`src/rtl/mem_pkg.sv`:
```
// Shared types for the memory-port arbiter.
package mem_pkg;

  typedef enum logic [1:0] {
    IDLE = 2'd0,
    BUSY = 2'd1,
    DONE = 2'd2
  } mem_arb_state_e;

  localparam int unsigned REQ_FETCH = 0;
  localparam int unsigned REQ_DATA  = 1;

endpackage

```
`src/rtl/wait_timer.sv`:
```
// BUSY-cycle counter for the arbiter's timeout abort; only used when MEM_ARB_TIMEOUT_EN is defined.
module wait_timer #(
  parameter int unsigned LIMIT = 255
) (
  input  logic clk,
  input  logic rst,
  input  logic clr,
  input  logic en,
  output logic expired
);

  localparam int unsigned CW = $clog2(LIMIT + 1);

  logic [CW-1:0] cnt_q;

  always_ff @(posedge clk or posedge rst) begin
    if (rst) begin
      cnt_q <= '0;
    end else if (clr) begin
      cnt_q <= '0;
    end else if (en && !expired) begin
      cnt_q <= cnt_q + 1'b1;
    end
  end

  // Fires during the LIMIT-th waiting cycle so the abort lands after exactly LIMIT BUSY cycles.
  assign expired = (cnt_q == CW'(LIMIT - 1));

endmodule

```
`src/rtl/mem_arbiter.sv`:
```
// Round-robin arbiter for the single memory port (fetch = port 0, data = port 1).
// Optional timeout abort enabled by defining MEM_ARB_TIMEOUT_EN.
module mem_arbiter
  import mem_pkg::*;
#(
  parameter int unsigned ADDR_W  = 16,
  parameter int unsigned DATA_W  = 32,
  parameter int unsigned TIMEOUT = 255
) (
  input  logic              clk,
  input  logic              rst,
  input  logic [1:0]        req_i,
  input  logic [1:0]        wr_i,
  input  logic [ADDR_W-1:0] addr0_i,
  input  logic [ADDR_W-1:0] addr1_i,
  input  logic [DATA_W-1:0] wdata0_i,
  input  logic [DATA_W-1:0] wdata1_i,
  output logic [1:0]        done_o,
  output logic [1:0]        err_o,
  output logic [DATA_W-1:0] rdata_o,
  output logic              mem_rd,
  output logic              mem_wr,
  output logic [ADDR_W-1:0] mem_addr,
  output logic [DATA_W-1:0] mem_wdata,
  input  logic [DATA_W-1:0] mem_rdata,
  input  logic              mem_ready
);

  mem_arb_state_e    state_q, state_d;
  logic              gnt_q, gnt_d;
  logic              last_gnt_q, last_gnt_d;
  logic              wr_q, wr_d;
  logic              err_q, err_d;
  logic [ADDR_W-1:0] addr_q, addr_d;
  logic [DATA_W-1:0] wdata_q, wdata_d;
  logic [DATA_W-1:0] rdata_q, rdata_d;
  logic              grant_now;
  logic              sel;
  logic              timeout;

`ifdef MEM_ARB_TIMEOUT_EN
  wait_timer #(
    .LIMIT(TIMEOUT)
  ) u_wait_timer (
    .clk    (clk),
    .rst    (rst),
    .clr    (grant_now),
    .en     ((state_q == BUSY) && !mem_ready),
    .expired(timeout)
  );
`else
  assign timeout = 1'b0;
`endif

  always_comb begin
    state_d    = state_q;
    gnt_d      = gnt_q;
    last_gnt_d = last_gnt_q;
    wr_d       = wr_q;
    err_d      = err_q;
    addr_d     = addr_q;
    wdata_d    = wdata_q;
    rdata_d    = rdata_q;
    grant_now  = 1'b0;
    sel        = 1'b0;
    unique case (state_q)
      IDLE: begin
        if (|req_i) begin
          // On a tie the requester that was not served last wins.
          sel        = (req_i == 2'b11) ? ~last_gnt_q : req_i[REQ_DATA];
          grant_now  = 1'b1;
          gnt_d      = sel;
          last_gnt_d = sel;
          wr_d       = wr_i[sel];
          addr_d     = sel ? addr1_i : addr0_i;
          wdata_d    = sel ? wdata1_i : wdata0_i;
          state_d    = BUSY;
        end
      end
      BUSY: begin
        if (mem_ready) begin
          rdata_d = wr_q ? '0 : mem_rdata;
          err_d   = 1'b0;
          state_d = DONE;
        end else if (timeout) begin
          rdata_d = '0;
          err_d   = 1'b1;
          state_d = DONE;
        end
      end
      DONE:    state_d = IDLE;
      default: state_d = IDLE;
    endcase
  end

  always_ff @(posedge clk or posedge rst) begin
    if (rst) begin
      state_q    <= IDLE;
      gnt_q      <= 1'b0;
      last_gnt_q <= 1'b1;
      wr_q       <= 1'b0;
      err_q      <= 1'b0;
      addr_q     <= '0;
      wdata_q    <= '0;
      rdata_q    <= '0;
    end else begin
      state_q    <= state_d;
      gnt_q      <= gnt_d;
      last_gnt_q <= last_gnt_d;
      wr_q       <= wr_d;
      err_q      <= err_d;
      addr_q     <= addr_d;
      wdata_q    <= wdata_d;
      rdata_q    <= rdata_d;
    end
  end

  assign mem_rd    = (state_q == BUSY) && !wr_q;
  assign mem_wr    = (state_q == BUSY) && wr_q;
  assign mem_addr  = addr_q;
  assign mem_wdata = wdata_q;
  assign done_o    = (state_q == DONE) ? (gnt_q ? 2'b10 : 2'b01) : 2'b00;
  assign err_o     = done_o & {2{err_q}};
  assign rdata_o   = rdata_q;

endmodule
```
`config.mk`:
```
export PLATFORM = sky130hd
export DESIGN_NAME = mem_arbiter
export DESIGN_NICKNAME = d
export VERILOG_FILES = /design/src/rtl/mem_pkg.sv /design/src/rtl/wait_timer.sv /design/src/rtl/mem_arbiter.sv
export SDC_FILE = /design/constraint.sdc
export NUM_CORES = 1
export LEC_CHECK = 0
export CAP_MARGIN = 20
export CORE_MARGIN = 5
export CORE_UTILIZATION = 30
export CTS_CLUSTER_SIZE = 14
export DETAILED_ROUTE_END_ITERATION = 6
export PLACE_DENSITY = 0.65
export SLEW_MARGIN = 0
export SYNTH_ARGS = -nofsm -noshare
export SYNTH_HDL_FRONTEND = slang
export SYNTH_SLANG_ARGS = --single-unit
```
`constraint.sdc`:
```
create_clock -name clk -period 3.2 [get_ports clk]
set_input_delay 0.64 -clock clk [delete_from_list [all_inputs] [get_ports clk]]
set_output_delay 0.64 -clock clk [all_outputs]
set_load 0.01 [all_outputs]
```
==> deck_impl_summary.md, run 1 <==
Implementation Results

Detailed routing
  • DR iter-0 viols: 114
  • Max Used Layer: met4
  • DRC Markers: 0
  • Routed Antenna Nets: 0
  • DR WL met3: 1.10 mm
  • WL met2: 5.17 mm
  • Drt pass-1 iters: 4
  • DR vias/cell: 4.36
  • Met1 Routed Length: 4.94 mm

GRT
  • Grt total ovfl: 0
  • Pin count of the biggest net entering global routing: 66
  • First-pass GRT wire length: 18.5 mm
  • Vias in the first global route: 3,371
  • Antenna violations before repair: 0

STA
  • Post-layout min period: 2.34 ns
  • Slew Limit Headroom: 57.7%
  • Final hold vios: 0
  • Worst Skew: 0.00548 ns
  • Final WS setup: 0.864 ns
  • RSZ-0062 raised after global routing: false
  • Period Utilization, post-route: 73.0%
  • Slew @ Worst Pin: 0.633 ns
  • TNS Setup: 0 ns
  • Slew Viols, Final: 0
  • Fmax: 428 MHz
  • Final Setup Violations: 0

Placement
  • Gpl congestion: 0.767
  • Post-Place Worst Slack: 0.656 ns
  • Placed Area: 6290 sq um
  • Port-buffer cells: 218
  • Hpwl dp: 8.71 mm
  • Dpl cells: 695

Critical path
  • Crit Reg-Reg Startpoint: last_gnt_q$_DFFE_PP1P_
  • CP arrival: 1.70 ns
  • CP endpoint: mem_wr
  • CP Capture Type: primary output
  • Crit path max fanout: 34
  • Worst setup path startpoint: wr_q$_DFFE_PP0P_
  • Critical path launch point type: register
  • Cells on worst reg2reg path: 4
  • CP Data Required Time: 2.56 ns
  • RR Endpoint: mem_addr[9]$_DFFE_PP0P_
  • Setup slack, reg-to-reg: 1.31 ns
  • Setup CP Type: reg2out

Floorplanning
  • Chip width: 124 microns
  • Core area: 12,700 sq um
  • Chip area: 15,500 sq um
  • Row count: 41
  • FP Util: 30.9%
  • I/O pin cnt: 221
  • Die height: 124 microns

Finish
  • Final Instance Area: 6570 sq um
  • Layout Nets: 669
  • Synth-to-Final Area Change: 67.3%
  • Ant diodes: 0
  • Final instance count without filler cells: 710
  • Fraction of layout cells with a size suffix above 1: 22.5%

Synth
  • Synth Cell Area: 3930 sq um
  • Synth Register Bits: 85
  • Area fraction in xor and xnor cells: 0%
  • Avg Cell Area, Syn: 12.3 sq um
  • Post-synth EDFFs: 0
  • Synth warn: 0
  • Area fraction in mux cells: 30.3%
  • Post-synth seq share: 54.2%
  • Top cells by count: dfrtp_1, mux2_2, nand2_1
  • Chip Area, Yosys: 3930 sq um
  • Post-synthesis simple-gate area fraction: 7.43%
  • Top area cell types: dfrtp_1, mux2_2, mux2_4
  • Synth Flop Type: dfrtp_1
  • Fraction of registers with async set/reset: 100%
  • Comb area leader: multiplexers
  • Largest area contributor in the synthesized netlist: dfrtp_1
  • Cells after Synth: 318
  • Most common cell in the synthesized netlist: dfrtp_1
  • Cells in synth_stat.txt: 318
  • Synth Area in Adders: 0%
  • Compound-gate portion of the synthesized area: 4.72%
  • Yosys cell types: 23

CTS
  • CTS root buf: clkbuf_16
  • H-tree levels: 3
  • CTS buffer count: 9
  • Max clock buf depth: 2
  • Post-CTS Resized: 0
  • Clock Sinks: 85
  • Latest clock arrival within the worst-skew pair: 0.34 ns
  • Postcts setup bufs: 0
  • Reg clk slew, reported paths: 0.06 ns
  • Post-cts hold-fix buffer tally: 0

Pwr
  • Power per cell area: 820 nW/um^2
  • Total power: 0.00539 W
  • Worst vdd ir: 0.361 mV
  • Static leakage: 2.75 nW

Min path
  • Hold path endpoint: rdata_o[16]$_DFFE_PP0P_
  • Min-delay src: rdata_o[16]$_DFFE_PP0P_
  • Min-Delay Path Class: reg2reg
  • Hold Path Stages: 2

Run status
  • Run status: completed

Job
  • Max-Cap Viols: 0
  • Tool warnings: 26
-- run 1: registers in the layout (all words and copies together), names as in the netlist --
name        count
state_q         2
mem_addr       16
last_gnt_q      1
gnt_q           1
wr_q            1
mem_wdata      32
rdata_o        32
-- run 1: power by group --
part | internal (W) | switching [W] | total (W)
registers | 0.00157 | 0.000261 | 0.00183
clock network | 0.000600 | 0.000393 | 0.000993
logic | 0.00154 | 0.00102 | 0.00256
-- run 1: worst max-delay path, stage by stage (launching register included) --
cell,delay [ns]
dfrtp_1,0.35
clkinv_1,0.06
buf_4,0.24
nor2_1,0.13
clkdlybuf4s50_1,0.58
-- run 1: stage by stage --
step | utilization, % | hold slack (ns)
5_1_grt | 51.6 | 0.507
3_5_place_dp | 49.5 | 0.469
2_1_floorplan | - | 0.497
4_1_cts | 51.6 | 0.482
3_3_place_gp | 49.5 | 0.459
6_report | 51.6 | 0.473
-- run 1: cell usage in the layout (no fill, tap or decap), drive strengths merged --
master	count
nand2b	1
clkdlybuf4s50	218
o21bai	1
o21ai	32
and3b	1
nor2	3
a21bo	1
nor3b	1
clkinv	3
mux2	98
clkbuf	13
dfrtp	84
mux2i	2
inv	1
a21boi	1
conb	2
bufinv	1
nand3b	1
nor3	1
buf	8
nand2	64
dfstp	1
-- run 1: final cells by class --
| cell class | count | area [sq um] |
|---|---|---|
| Sequential cell | 85 | 2130 |
| Timing Repair Buffer | 226 | 2250 |
| Clock inverter | 2 | 35.0 |
| Inverter | 3 | 12.5 |
| Multi-Input combinational cell | 209 | 1680 |
| Clock buffer | 13 | 240 |
| Fill cell | 1163 | 6150 |
| Tap cell | 172 | 215 |
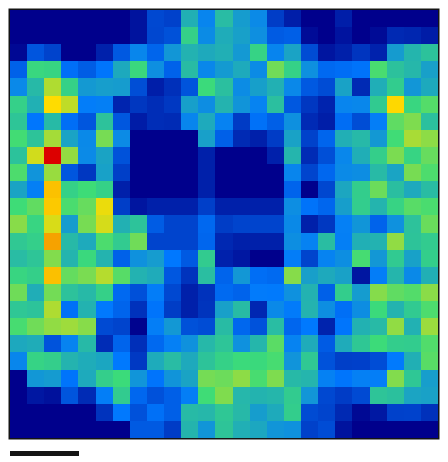
**Above:** run 1 (wire density map).
Bar = 20 microns. 25 x 25 tiles, from dark blue (low) to red (high), scaled to the fullest tile. Values are wire area over tile area, all layers added.
The mean over all tiles is 0.12. The emptiest ninth of the die: center. The fullest tile reaches 0.43. 13% of the tiles are over half the peak. The densest ninth of the die: west.
WL/cell: 16.0 microns
Detailed Route WL: 11.4 mm
total track usage: 14.9%
detailed-route via count: 3,098

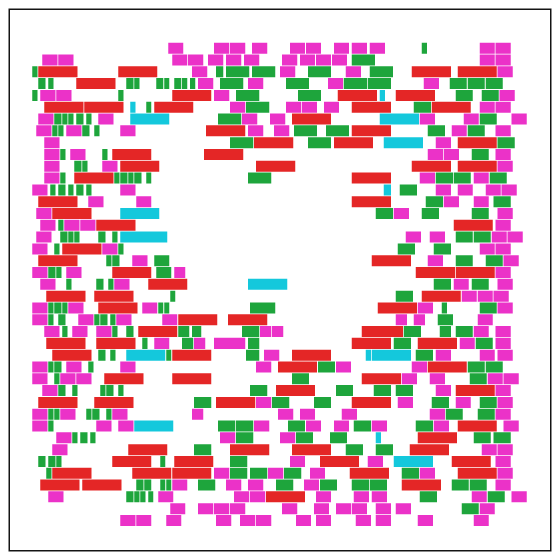
**Above:** run 1 (placement by cell class).
clock drivers and dummy loads: marked cyan, cells 15, share of their area 4.3%. sequential cells: marked red, cells 85, share of their area 34%. remaining buffers and delay cells: marked magenta, cells 226, share of their area 35%. remaining logic cells: marked green, cells 212, share of their area 27%.

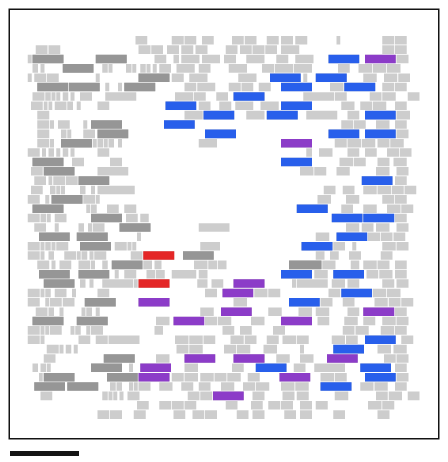
**Above:** run 1 (register map, names as in the netlist).
Bar = 20 microns. Other sequential cells in the stronger gray, the rest of the logic in the fainter gray.
mem_addr: marked purple, placed flops 16. mem_wdata: marked blue, placed flops 32. state_q: marked red, placed flops 2.

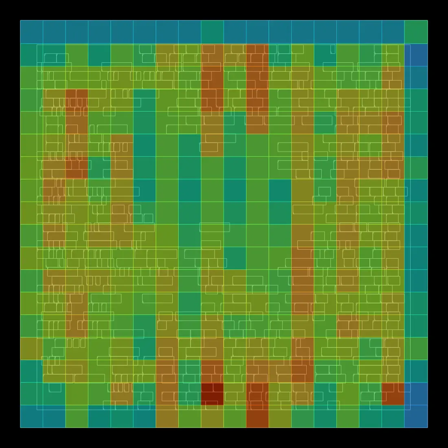
**Above:** run 1 (track usage over the die).
Core Util, Final: 51.6%
met1 GRT Util: 18.4%
met2 global-route usage: 23.0%
met3 Use GR: 6.56%
busiest grt layer: met2

==> run 1 -> run 2 <==
--- a/config.mk
+++ b/config.mk
@@ -10,7 +10,7 @@
 export CORE_UTILIZATION = 30
 export CTS_CLUSTER_SIZE = 14
 export DETAILED_ROUTE_END_ITERATION = 6
-export PLACE_DENSITY = 0.65
+export PLACE_DENSITY = 0.68
 export SLEW_MARGIN = 0
 export SYNTH_ARGS = -nofsm -noshare
 export SYNTH_HDL_FRONTEND = slang
==> constraint.sdc (replaced) <==
create_clock -name clk -period 2.05 [get_ports clk]
set_input_delay 0.41 -clock clk [delete_from_list [all_inputs] [get_ports clk]]
set_output_delay 0.41 -clock clk [all_outputs]
set_load 0.01 [all_outputs]
==> run 2 against run 1 <==
Clock skew up 0.0013 ns. Worst setup slack worse by 0.78 ns. Wire length up 0.95%. Die size unchanged. Combinational power up 59%. Clock-buffer cell count up 1. Synthesized cell count unchanged. Total power up 59%. Sequential share of layout area down 0.42 points. Via count up 1.8%. Highest routed layer unchanged.
==> deck_impl_summary.md, run 2 <==
Implementation Results

Run status
  • Run status: completed

Synth
  • Synth Flop Type: dfrtp_1
  • Area fraction in mux cells: 30.3% (unchanged)
  • Yosys cell types: 23 (unchanged)
  • Most common cell in the synthesized netlist: dfrtp_1
  • Largest area contributor in the synthesized netlist: dfrtp_1
  • Post-synth EDFFs: 0 (unchanged)
  • Fraction of registers with async set/reset: 100% (unchanged)
  • Top area cell types: dfrtp_1, mux2_2, mux2_4
  • Synth warn: 0 (unchanged)
  • Comb area leader: multiplexers
  • Avg Cell Area, Syn: 12.3 sq um (unchanged)
  • Post-synth seq share: 54.2% (unchanged)
  • Top cells by count: dfrtp_1, mux2_2, nand2_1
  • Cells after Synth: 318 (unchanged)
  • Synth Area in Adders: 0% (unchanged)
  • Post-synthesis simple-gate area fraction: 7.43% (unchanged)
  • Chip Area, Yosys: 3930 sq um (unchanged)
  • Synth Register Bits: 85 (unchanged)
  • Cells in synth_stat.txt: 318 (unchanged)
  • Synth Cell Area: 3930 sq um (unchanged)

Detailed routing
  • Detailed Route WL: 11.5 mm (+0.95%)
  • DR vias/cell: 4.42 (+1.2%)
  • Met1 Routed Length: 4.49 mm (-9.1%)
  • Drt pass-1 iters: 4 (unchanged)
  • DR WL met3: 1.15 mm (+4.5%)
  • DRC Markers: 0 (unchanged)
  • Max Used Layer: met4
  • Routed Antenna Nets: 0 (unchanged)
  • Detailed-route via count: 3,154 (+1.8%)
  • WL met2: 5.68 mm (+9.9%)

Pwr
  • Static leakage: 2.81 nW (+2.3%)
  • Total power: 0.00856 W (+59%)
  • Power per cell area: 1290 nW/um^2 (+57%)

Min path
  • Hold Path Stages: 2 (unchanged)
  • Min-Delay Path Class: reg2reg
  • Min-delay src: rdata_o[24]$_DFFE_PP0P_
  • Hold path endpoint: rdata_o[24]$_DFFE_PP0P_

CTS
  • Post-cts hold-fix buffer tally: 0 (unchanged)
  • Clock Sinks: 85 (unchanged)
  • H-tree levels: 3 (unchanged)
  • CTS root buf: clkbuf_16
  • Reg clk slew, reported paths: 0.06 ns (about the same)
  • Latest clock arrival within the worst-skew pair: 0.33 ns (about the same)
  • CTS buffer count: 9 (unchanged)
  • Max clock buf depth: 2 (unchanged)

STA
  • Period Utilization, post-route: 96.0%
  • RSZ-0062 raised after global routing: false
  • Final Setup Violations: 0 (unchanged)
  • Post-layout min period: 1.97 ns
  • Hold WS: 0.479 ns (+0.00569 ns)
  • Final hold vios: 0 (unchanged)
  • Worst Skew: 0.00682 ns (+0.00134 ns)
  • TNS Setup: 0 ns (unchanged)
  • Fmax: 508 MHz
  • Slew Viols, Final: 0 (unchanged)

Critical path
  • CP Capture Type: primary output
  • Critical path launch point type: register
  • Cells on worst reg2reg path: 4 (unchanged)
  • Crit path max fanout: 5 (-85%)
  • CP arrival: 1.56 ns (-0.14 ns)
  • RR Endpoint: mem_addr[0]$_DFFE_PP0P_
  • Setup CP Type: reg2out
  • CP Data Required Time: 1.64 ns (-0.92 ns)
  • Crit Reg-Reg Startpoint: last_gnt_q$_DFFE_PP1P_
  • Setup slack, reg-to-reg: 0.33 ns (-0.98 ns)

Placement
  • Dpl cells: 699 (+0.58%)
  • Hpwl dp: 8.93 mm (+2.5%)
  • Placed Area: 6360 sq um (+1.1%)
  • Port-buffer cells: 218 (unchanged)
  • Gpl congestion: 0.831 (+8.4%)
  • Post-Place Worst Slack: -0.0787 ns (-0.735 ns)

Floorplanning
  • Chip area: 15,500 sq um (unchanged)
  • Chip width: 124 microns (unchanged)
  • I/O pin cnt: 221 (unchanged)
  • Die height: 124 microns (unchanged)
  • FP Util: 30.9% (unchanged)

GRT
  • Busiest grt layer: met2
  • First-pass GRT wire length: 18.4 mm (-0.64%)
  • Antenna violations before repair: 0 (unchanged)
  • Vias in the first global route: 3,480 (+3.2%)
  • Grt total ovfl: 0 (unchanged)
  • Pin count of the biggest net entering global routing: 86 (+30%)

Finish
  • Most frequent cells in the layout: clkdlybuf4s50_1, dfrtp_1, mux2_2, nand2_1, o21ai_0
  • Final instance count without filler cells: 714 (+0.56%)
  • Ant diodes: 0 (unchanged)
  • Layout Nets: 673 (+0.60%)
  • Fraction of layout cells with a size suffix above 1: 23.4% (+0.94 points)
  • Most numerous logic cell after layout: clkdlybuf4s50_1
  • Synth-to-Final Area Change: 69.6%

Job
  • Tool warnings: 26 (unchanged)
  • Max-Cap Viols: 0 (unchanged)
[run 2: cell types whose count changed in the layout (fill, tap and decap cells not counted)]
cell             delta
clkbuf_8            +2
buf_4               +1
dfrtp_2             +1
clkbuf_1            -1
dfrtp_1             -1
dlymetal6s2s_1      +1
clkinvlp_4          +1
buf_12              +3
clkinv_2            -2
dlygate4sd2_1       +2
clkdlybuf4s50_1     -3
[run 2: worst max path at each step]
stage / cells past startpoint / startpoint / endpoint / slack, ns
floorplan: 5 / last_gnt_q$_DFFE_PP1P_ / mem_wdata[8]$_DFFE_PP0P_ / 0.43
global placement: 5 / req_i[0] / mem_addr[3]$_DFFE_PP0P_ / -0.05
detailed placement: 5 / req_i[0] / mem_addr[3]$_DFFE_PP0P_ / -0.08
CTS: 2 / state_q[0]$_DFFE_PP0P_ / done_o[0] / 0.0003
global route: 2 / state_q[0]$_DFFE_PP0P_ / done_o[1] / 0.005
finish: 2 / state_q[0]$_DFFE_PP0P_ / done_o[1] / 0.08
[run 2: critical path, stage by stage (launching register included)]
cell	delay, ns
dfrtp_1	0.44
and3b_1	0.23
clkdlybuf4s50_1	0.56
[run 2: where the power goes]
part	internal, W	switching [W]
clock	0.00101	0.000602
combinational	0.00247	0.00161
sequential	0.00245	0.000420
total	0.00593	0.00263
[run 2: what timing repair did]
action / CTS / global route
resized: 2 / 2
buffers inserted: 0 / 0
pin swaps: 0 / 0
endpoints found under the setup margin: 2 / 1
[run 2: final cells by class]
| class | instances | area [sq um] |
|---|---|---|
| clock buffer | 14 | 264 |
| inverter | 3 | 15.0 |
| sequential | 85 | 2130 |
| timing repair buffer | 230 | 2320 |
| multi-input combinational | 209 | 1680 |
| tap | 172 | 215 |
| clock inverter | 1 | 30.0 |
| fill | 1155 | 6060 |
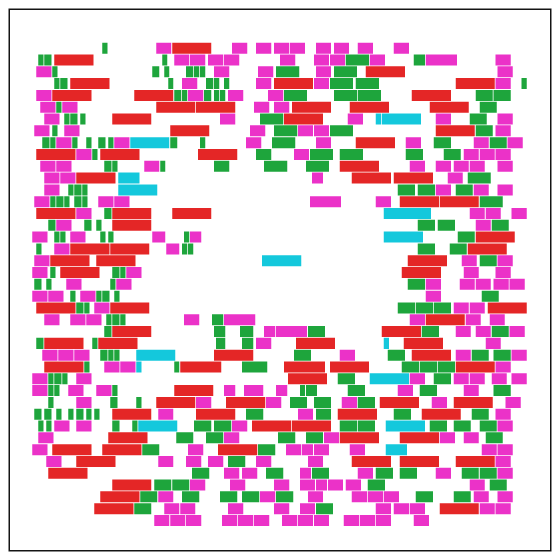
**Above:** run 2 (placement by cell class).
remaining logic cells: marked green, cells 212, share of their area 26%. sequential cells: marked red, cells 85, share of their area 33%. clock drivers and dummy loads: marked cyan, cells 15, share of their area 4.6%. remaining buffers and delay cells: marked magenta, cells 230, share of their area 36%.
row count: 41
core area: 12,700 sq um
flop share of the area: 32.0%
Final Instance Area: 6660 sq um
Core Util, Final: 52.3%

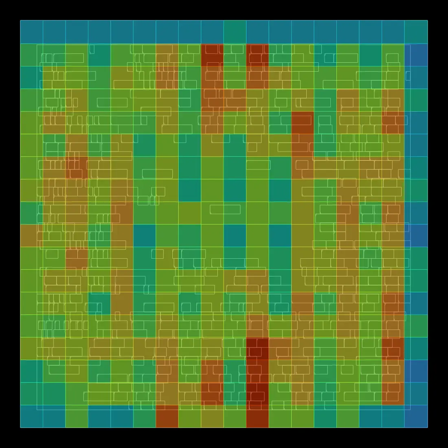
**Above:** run 2 (track usage over the die).
met1 GRT Util: 16.4%
met3 Use GR: 6.78%
met2 global-route usage: 25.0%
total track usage: 14.8%
WL/cell: 16.1 microns

No activity file was given, so power comes from the tool's default toggle rates.
